$ cat src/rtl/pc_seq_pkg.sv
// pc_seq_pkg: shared types and constants for the program-counter sequencer.
//   state_e          - sequencer FSM states (S_HALT only with PC_ALIGN_CHECK_EN)
//   RESET_PC_DEFAULT - default reset vector
//   INST_STEP        - byte distance between sequential instructions
// Optional feature macro: PC_ALIGN_CHECK_EN.
package pc_seq_pkg;

  localparam int unsigned XLEN  = 32;
  localparam int unsigned IDX_W = 26;

  localparam logic [XLEN-1:0] RESET_PC_DEFAULT = 32'h0000_0000;
  localparam logic [XLEN-1:0] INST_STEP        = 32'd4;

  typedef enum logic [1:0] {
    S_IDLE  = 2'd0,
    S_FETCH = 2'd1,
    S_EXEC  = 2'd2
`ifdef PC_ALIGN_CHECK_EN
    ,
    S_HALT  = 2'd3
`endif
  } state_e;

endpackage

$ cat src/rtl/npc_calc.sv
// npc_calc: combinational next-PC selection.
//   pc_plus_4                         - sequential successor of the current pc
//   branch_taken/branch_offset        - relative branch (offset pre-shifted)
//   jump_en/jump_index                - region jump within pc_plus_4[31:28]
//   jr_en/jr_target                   - register jump
//   next_pc_c                         - selected target (jr > jump > branch > pc+4)
//   misalign_c                        - target low bits non-zero (PC_ALIGN_CHECK_EN only)
// Optional feature macro: PC_ALIGN_CHECK_EN.
module npc_calc
  import pc_seq_pkg::*;
(
  input  logic [XLEN-1:0]  pc_plus_4,
  input  logic             branch_taken,
  input  logic [XLEN-1:0]  branch_offset,
  input  logic             jump_en,
  input  logic [IDX_W-1:0] jump_index,
  input  logic             jr_en,
  input  logic [XLEN-1:0]  jr_target,
  output logic [XLEN-1:0]  next_pc_c
`ifdef PC_ALIGN_CHECK_EN
  ,
  output logic             misalign_c
`endif
);

  logic [XLEN-1:0] branch_tgt;
  logic [XLEN-1:0] jump_tgt;
  logic [XLEN-1:0] sel;

  // Branch wraps modulo 2^32; jump stays inside the 256 MB region of pc+4.
  assign branch_tgt = pc_plus_4 + branch_offset;
  assign jump_tgt   = {pc_plus_4[31:28], jump_index, 2'b00};

  // Priority select.
  always_comb begin
    sel = pc_plus_4;
    if (jr_en)             sel = jr_target;
    else if (jump_en)      sel = jump_tgt;
    else if (branch_taken) sel = branch_tgt;
  end

`ifdef PC_ALIGN_CHECK_EN
  assign next_pc_c  = sel;
  assign misalign_c = |sel[1:0];
`else
  // Without the check, targets are silently word-aligned.
  assign next_pc_c = sel & ~32'h0000_0003;
`endif

endmodule

$ cat src/rtl/pc_sequencer.sv
// pc_sequencer: owns the PC and sequences fetch/retire against a handshaked imem.
//   clk, rst_n                 - clock, async active-low reset
//   imem_req/imem_addr         - fetch request, address (= pc)
//   imem_ack/imem_rdata        - fetch response
//   inst_valid/inst            - instruction awaiting retire
//   pc, pc_plus_4              - current pc, pc+4 (combinational)
//   retire + redirect inputs   - retire strobe, branch/jump/jr selection
//   inst_count                 - retired-instruction counter (wraps)
//   pc_err                     - sticky misaligned-target flag
// Optional feature macro: PC_ALIGN_CHECK_EN (misaligned target halts the sequencer).
module pc_sequencer
  import pc_seq_pkg::*;
#(
  parameter logic [XLEN-1:0] RESET_PC = RESET_PC_DEFAULT
) (
  input  logic             clk,
  input  logic             rst_n,
  output logic             imem_req,
  output logic [XLEN-1:0]  imem_addr,
  input  logic             imem_ack,
  input  logic [XLEN-1:0]  imem_rdata,
  output logic             inst_valid,
  output logic [XLEN-1:0]  inst,
  output logic [XLEN-1:0]  pc,
  output logic [XLEN-1:0]  pc_plus_4,
  input  logic             retire,
  input  logic             branch_taken,
  input  logic [XLEN-1:0]  branch_offset,
  input  logic             jump_en,
  input  logic [IDX_W-1:0] jump_index,
  input  logic             jr_en,
  input  logic [XLEN-1:0]  jr_target,
  output logic [XLEN-1:0]  inst_count,
  output logic             pc_err
);

  state_e          state_q, state_d;
  logic [XLEN-1:0] pc_q, pc_d;
  logic [XLEN-1:0] inst_q, inst_d;
  logic [XLEN-1:0] cnt_q, cnt_d;
  logic            req_q, req_d;
  logic            valid_q, valid_d;
  logic [XLEN-1:0] next_pc;
`ifdef PC_ALIGN_CHECK_EN
  logic            misalign;
  logic            err_q, err_d;
`endif

  assign pc_plus_4 = pc_q + INST_STEP;

  npc_calc u_npc_calc (
    .pc_plus_4     (pc_plus_4),
    .branch_taken  (branch_taken),
    .branch_offset (branch_offset),
    .jump_en       (jump_en),
    .jump_index    (jump_index),
    .jr_en         (jr_en),
    .jr_target     (jr_target),
    .next_pc_c     (next_pc)
`ifdef PC_ALIGN_CHECK_EN
    ,
    .misalign_c    (misalign)
`endif
  );

  // State and datapath registers.
  always_ff @(posedge clk or negedge rst_n) begin
    if (!rst_n) begin
      state_q <= S_IDLE;
      pc_q    <= RESET_PC;
      inst_q  <= '0;
      cnt_q   <= '0;
      req_q   <= 1'b0;
      valid_q <= 1'b0;
`ifdef PC_ALIGN_CHECK_EN
      err_q   <= 1'b0;
`endif
    end else begin
      state_q <= state_d;
      pc_q    <= pc_d;
      inst_q  <= inst_d;
      cnt_q   <= cnt_d;
      req_q   <= req_d;
      valid_q <= valid_d;
`ifdef PC_ALIGN_CHECK_EN
      err_q   <= err_d;
`endif
    end
  end

  // Next-state and register updates; req/valid are decoded from the next state
  // so they are registered yet aligned with the state they describe.
  always_comb begin
    state_d = state_q;
    pc_d    = pc_q;
    inst_d  = inst_q;
    cnt_d   = cnt_q;
`ifdef PC_ALIGN_CHECK_EN
    err_d   = err_q;
`endif
    case (state_q)
      S_IDLE: state_d = S_FETCH;
      S_FETCH: begin
        if (imem_ack) begin
          inst_d  = imem_rdata;
          state_d = S_EXEC;
        end
      end
      S_EXEC: begin
        if (retire) begin
          cnt_d = cnt_q + 32'd1;
`ifdef PC_ALIGN_CHECK_EN
          if (misalign) begin
            err_d   = 1'b1;
            state_d = S_HALT;
          end else begin
            pc_d    = next_pc;
            state_d = S_FETCH;
          end
`else
          pc_d    = next_pc;
          state_d = S_FETCH;
`endif
        end
      end
`ifdef PC_ALIGN_CHECK_EN
      S_HALT: state_d = S_HALT;
`endif
      default: state_d = S_IDLE;
    endcase
    req_d   = (state_d == S_FETCH);
    valid_d = (state_d == S_EXEC);
  end

  assign imem_req   = req_q;
  assign imem_addr  = pc_q;
  assign inst_valid = valid_q;
  assign inst       = inst_q;
  assign pc         = pc_q;
  assign inst_count = cnt_q;
`ifdef PC_ALIGN_CHECK_EN
  assign pc_err     = err_q;
`else
  assign pc_err     = 1'b0;
`endif

endmodule
$ cat config.mk
export PLATFORM = sky130hd
export DESIGN_NAME = pc_sequencer
export DESIGN_NICKNAME = d
export VERILOG_FILES = /design/src/rtl/pc_seq_pkg.sv /design/src/rtl/npc_calc.sv /design/src/rtl/pc_sequencer.sv
export SDC_FILE = /design/constraint.sdc
export NUM_CORES = 1
export LEC_CHECK = 0
export ABC_CLOCK_PERIOD_IN_PS = 6410
export CAP_MARGIN = 20
export CORE_MARGIN = 3
export CORE_UTILIZATION = 48
export DETAILED_ROUTE_END_ITERATION = 10
export HOLD_SLACK_MARGIN = 0.15
export PLACE_DENSITY_LB_ADDON = 0.3
export SLEW_MARGIN = 20
export SYNTH_ARGS = -nofsm -noshare
export SYNTH_HDL_FRONTEND = slang
export SYNTH_SLANG_ARGS = --single-unit
$ cat constraint.sdc
create_clock -name clk -period 6.41 [get_ports clk]
set_clock_uncertainty 0.15 [all_clocks]
set_input_delay 0.9615 -clock clk [delete_from_list [all_inputs] [get_ports clk]]
set_output_delay 0.9615 -clock clk [all_outputs]
set_load 0.01 [all_outputs]
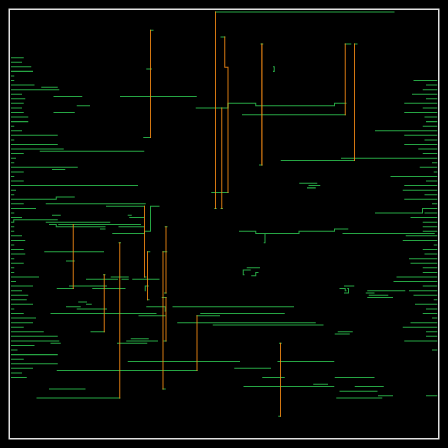
(signal wires by layer)
Only two layers are drawn.
[M4] orange | wire length: 489 um
[M3] green | wire length: 1,830 um
final wirelength: 23,740 um
Via Count: 6,906
detail-routed net length per standard cell: 19.65 um
combined global-route utilization of all metal layers: 0.2858

==> Table 3: Implementation characteristics <==
Implementation parameters

Parameter                              Value

Hold path
  Source of the worst hold timing path    inst_count[31]$_DFFE_PN0P_
  Type of the most critical hold path    flop to flop
  Min-Delay Endpoint    inst_count[31]$_DFFE_PN0P_
  Number of cells traversed by the worst hold path    1

Final layout
  Cell area after layout    slightly above 10,000 um^2
  Share of layout cells above drive strength 1    0.07004
  Relative area change from synthesis to final layout    42.78%
  # nets final    ~1,200
  Most instantiated logic cells after routing    279 x sky130_fd_sc_hd__clkdlybuf4s50_1, 98 x sky130_fd_sc_hd__dfrtp_1, 69 x sky130_fd_sc_hd__nand2_1
  Number of antenna repair diodes    0
  Most numerous logic cell after layout    sky130_fd_sc_hd__clkdlybuf4s50_1
  Number of fill cells in the layout    between 1,000 and 1,500

STA
  Tightest slew margin relative to the limit    0.3716
  Setup violations, final    0
  Final critical-path required period    around 4.4 ns
  Count of final hold-check violations    0
  Setup Total Neg Slack    0 ns
  Max frequency    approximately 0.23 GHz
  Transition time at the pin with the least slew margin    between 0.9 and 1 ns
  Unrepaired setup endpoints after global routing    false
  Fin. max-slew vios    0
  Final cycle utilization of the critical path    0.6922

Clock network
  Clock tree root driver cell    sky130_fd_sc_hd__clkbuf_16
  Count of cells resized by post-cts repair    0
  Clock input transition at the sequential cells of the worst setup and hold paths    about 0.07 ns
  Clock Sinks    roughly 100
  Maximum count of clock buffers along a single path    2
  Number of buffers inserted during clock tree synthesis    9
  Insertion delay of the later-clocked pin in the worst-skew pair    roughly 0.35 ns
  TritonCTS clock tree    done
  Post-CTS setup buffers    0
  CTS H-tree lvls    3
  Count of hold buffers inserted by post-cts repair    0

Synthesis
  Cell area after synthesis    a little over 7000 um^2
  Yosys stat chip area    between 7000 and 8000 um^2
  Yosys warning total    0
  Mux cell area share    0.06242
  Count of cell types in the netlist    67
  Share of synthesized registers carrying an async set or reset    1.000
  Library cell occupying the most area in the post-synthesis netlist    sky130_fd_sc_hd__dfrtp_1
  Count of flip-flops with a built-in enable after synthesis    0
  Gate count of the mapped netlist    785
  Number of cell instances after yosys synthesis    around 790
  Proportion of synthesized chip area in sequential cells    0.3466
  Dominant comb cell    simple AND/OR/NAND/NOR gates
  Share of synthesized cell area in and-or and or-and compound cells    0.1772
  Simple Share, Synth    0.1784
  Yosys top cell area share    0.3466
  Mean instance size in the synthesized netlist    ~9 um^2
  Top cells by area    sky130_fd_sc_hd__dfrtp_1 35%, sky130_fd_sc_hd__ha_1 6.5%, sky130_fd_sc_hd__xnor2_1 5.6%
  Registers, synthesis    between 90 and 100
  Adder-cell share of the synthesized area    0.06826
  Predominant post-synthesis flop cell    sky130_fd_sc_hd__dfrtp_1
  Most frequent cell after synthesis    sky130_fd_sc_hd__dfrtp_1
  Xor-xnor portion of the synthesized cell area    0.1036
  Leading cell types by count after synthesis    98 x sky130_fd_sc_hd__dfrtp_1, 69 x sky130_fd_sc_hd__nand2_1, 65 x sky130_fd_sc_hd__nor2_1, 56 x sky130_fd_sc_hd__a21oi_1, 45 x sky130_fd_sc_hd__xnor2_1

Place
  Total placed instance area    between 9000 and 10,000 um^2
  Final HPWL DP    roughly 18,000 um
  # port buffers    about 280
  Routability congestion estimate from global placement    1.007

Floorplan
  Core Density at Floorplan    0.5000
  Count of standard-cell rows    ~43
  Width of the chip    around 130 um
  Die height    about 130 um
  Area enclosed by the die boundary    16,230 um^2
  IO Count    about 300
  Core Region    approximately 14,000 um^2

Setup path
  Startpoint types    flop
  Critical path data arrival time    3.33 ns
  R2R cell count    14
  Biggest fanout along the worst timing path    7
  Worst reg-to-reg setup slack    around 2.0 ns
  Start point of the critical path    imem_addr[3]$_DFFE_PN0P_
  Critical path type    flop to output port
  Worst EP required    roughly 5.3 ns
  Capturing element type of the critical path    output port
  Critical register-to-register path startpoint    imem_addr[3]$_DFFE_PN0P_
  Worst flop-to-flop path endpoint    imem_addr[31]$_DFFE_PN0P_

Drt
  Highest metal layer with signal wires    met4
  Detailed-routed wire length on met2    between 10,000 and 15,000 um
  Starting DRC count in detailed routing    approximately 380
  Remaining DRCs    0
  Detailed Routing Iterations Pass 1    7
  Post-DRT Antenna Nets    0
  Met3 wire len    ~1800 um
  Via-to-Cell Ratio    ~5.7
  Wire length on met1    a little under 10,000 um

Global route
  Remaining global-route overflow    0
  Number of global-route vias before repair    between 6,000 and 7,000
  Pin count of the biggest net entering global routing    slightly below 70
  Global-route wire length before repair    around 36,000 um
  Number of antenna violations at the first check in global routing    0

Pwr
  Power per standard cell area    between 400 and 500 nW/um^2
  LEAKAGE    0.004338 uW
  Peak supply drop    roughly 250 uV

Run
  Max-capacitance violation count    0
  Tally of OpenROAD warnings    36

Status
  Result of the run    finished clean
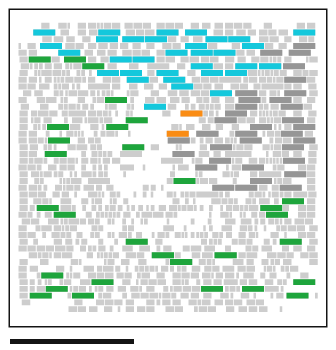
(where the registers sit)
Scale bar: 50 um. Other sequential cells in the stronger gray, the rest of the logic in the fainter gray.
[imem_addr] green | flops: 30 | where: widely spread
[inst] cyan | flops: 32
[state_q] orange | flops: 2
end-of-flow core utilization: 0.7139
sequential power: 1100 uW
sequential cell area share: 0.2428

-- layout make-up --
type                            count  area (um^2)  area share
Multi-Input combinational cell    612         4200      0.4158
Timing Repair Buffer              286         2845      0.2816
Sequential cell                    98         2452      0.2428
Inverter                           16        60.06    0.005945
Clock inverter                      7        93.84    0.009289
Clock buffer                        9        225.2     0.02229
Tap cell                          180        225.2     0.02229
-- critical path: stages (launching register included) --
cell and delay [ns]:
sky130_fd_sc_hd__dfrtp_1 0.53, sky130_fd_sc_hd__ha_1 0.30, sky130_fd_sc_hd__nand2_1 0.12, sky130_fd_sc_hd__nor4_2 0.62, sky130_fd_sc_hd__and2_1 0.32, sky130_fd_sc_hd__nand4_1 0.14
sky130_fd_sc_hd__xnor2_1 0.32, sky130_fd_sc_hd__clkdlybuf4s50_1 0.61
-- layer usage --
metal | GRT usage | vias up
li1 | - | 3271
met1 | 0.3769 | 3277
met2 | 0.4661 | 324
met3 | 0.06814 | 34
met4 | 0.08770 | 0
met5 | 0 | -
-- through the flow --
step                hold WS, ns  power [uW]    util  std cells  worst slack [ns]
finish                   0.3333        4330  0.7139       1208             1.973
global route             0.3435        4607  0.7139       1208             1.609
CTS                      0.3387        4327  0.7139       1208             1.993
detailed placement       0.3287        3713  0.6914       1192             2.100
global placement         0.3077        3690  0.6914       1192             2.137
floorplan                0.3451        2598       -        791             2.552
-- cell families (layout without fill, tap and decap cells) --
logic type | after synthesis | count (layout)
other | 1 | 7
XOR/XNOR | 82 | 82
AND-OR/OR-AND | 193 | 193
buffers and inverters | 81 | 318
multiplexers | 40 | 40
flip-flops | 98 | 98
adder cells (fa/ha/maj) | 38 | 38
AND/OR/NAND/NOR | 252 | 252
-- sequential cells by signal, indices dropped and copies added (netlist names) --
signal	cells
imem_addr	30
inst_valid	1
state_q	2
imem_req	1
inst_count	32
inst	32
-- worst max path at each step --
| stage | endpoint | slack (ns) | cells past startpoint |
|---|---|---|---|
| 2_1_floorplan | imem_addr[31]$_DFFE_PN0P_ | 2.55 | 14 |
| 3_3_place_gp | imem_addr[29]$_DFFE_PN0P_ | 2.14 | 13 |
| 3_5_place_dp | imem_addr[29]$_DFFE_PN0P_ | 2.10 | 13 |
| 4_1_cts | pc_plus_4[30] | 1.99 | 7 |
| 5_1_grt | imem_addr[29]$_DFFE_PN0P_ | 1.61 | 13 |
| 6_report | pc_plus_4[30] | 1.97 | 7 |
-- power by group --
group          switching (uW)  total, uW  internal, uW
logic                    1270       2650          1380
clock network             275        589           314
registers                 263       1100           832
total                    1800       4330          2530
No activity file was given, so power comes from the tool's default toggle rates.
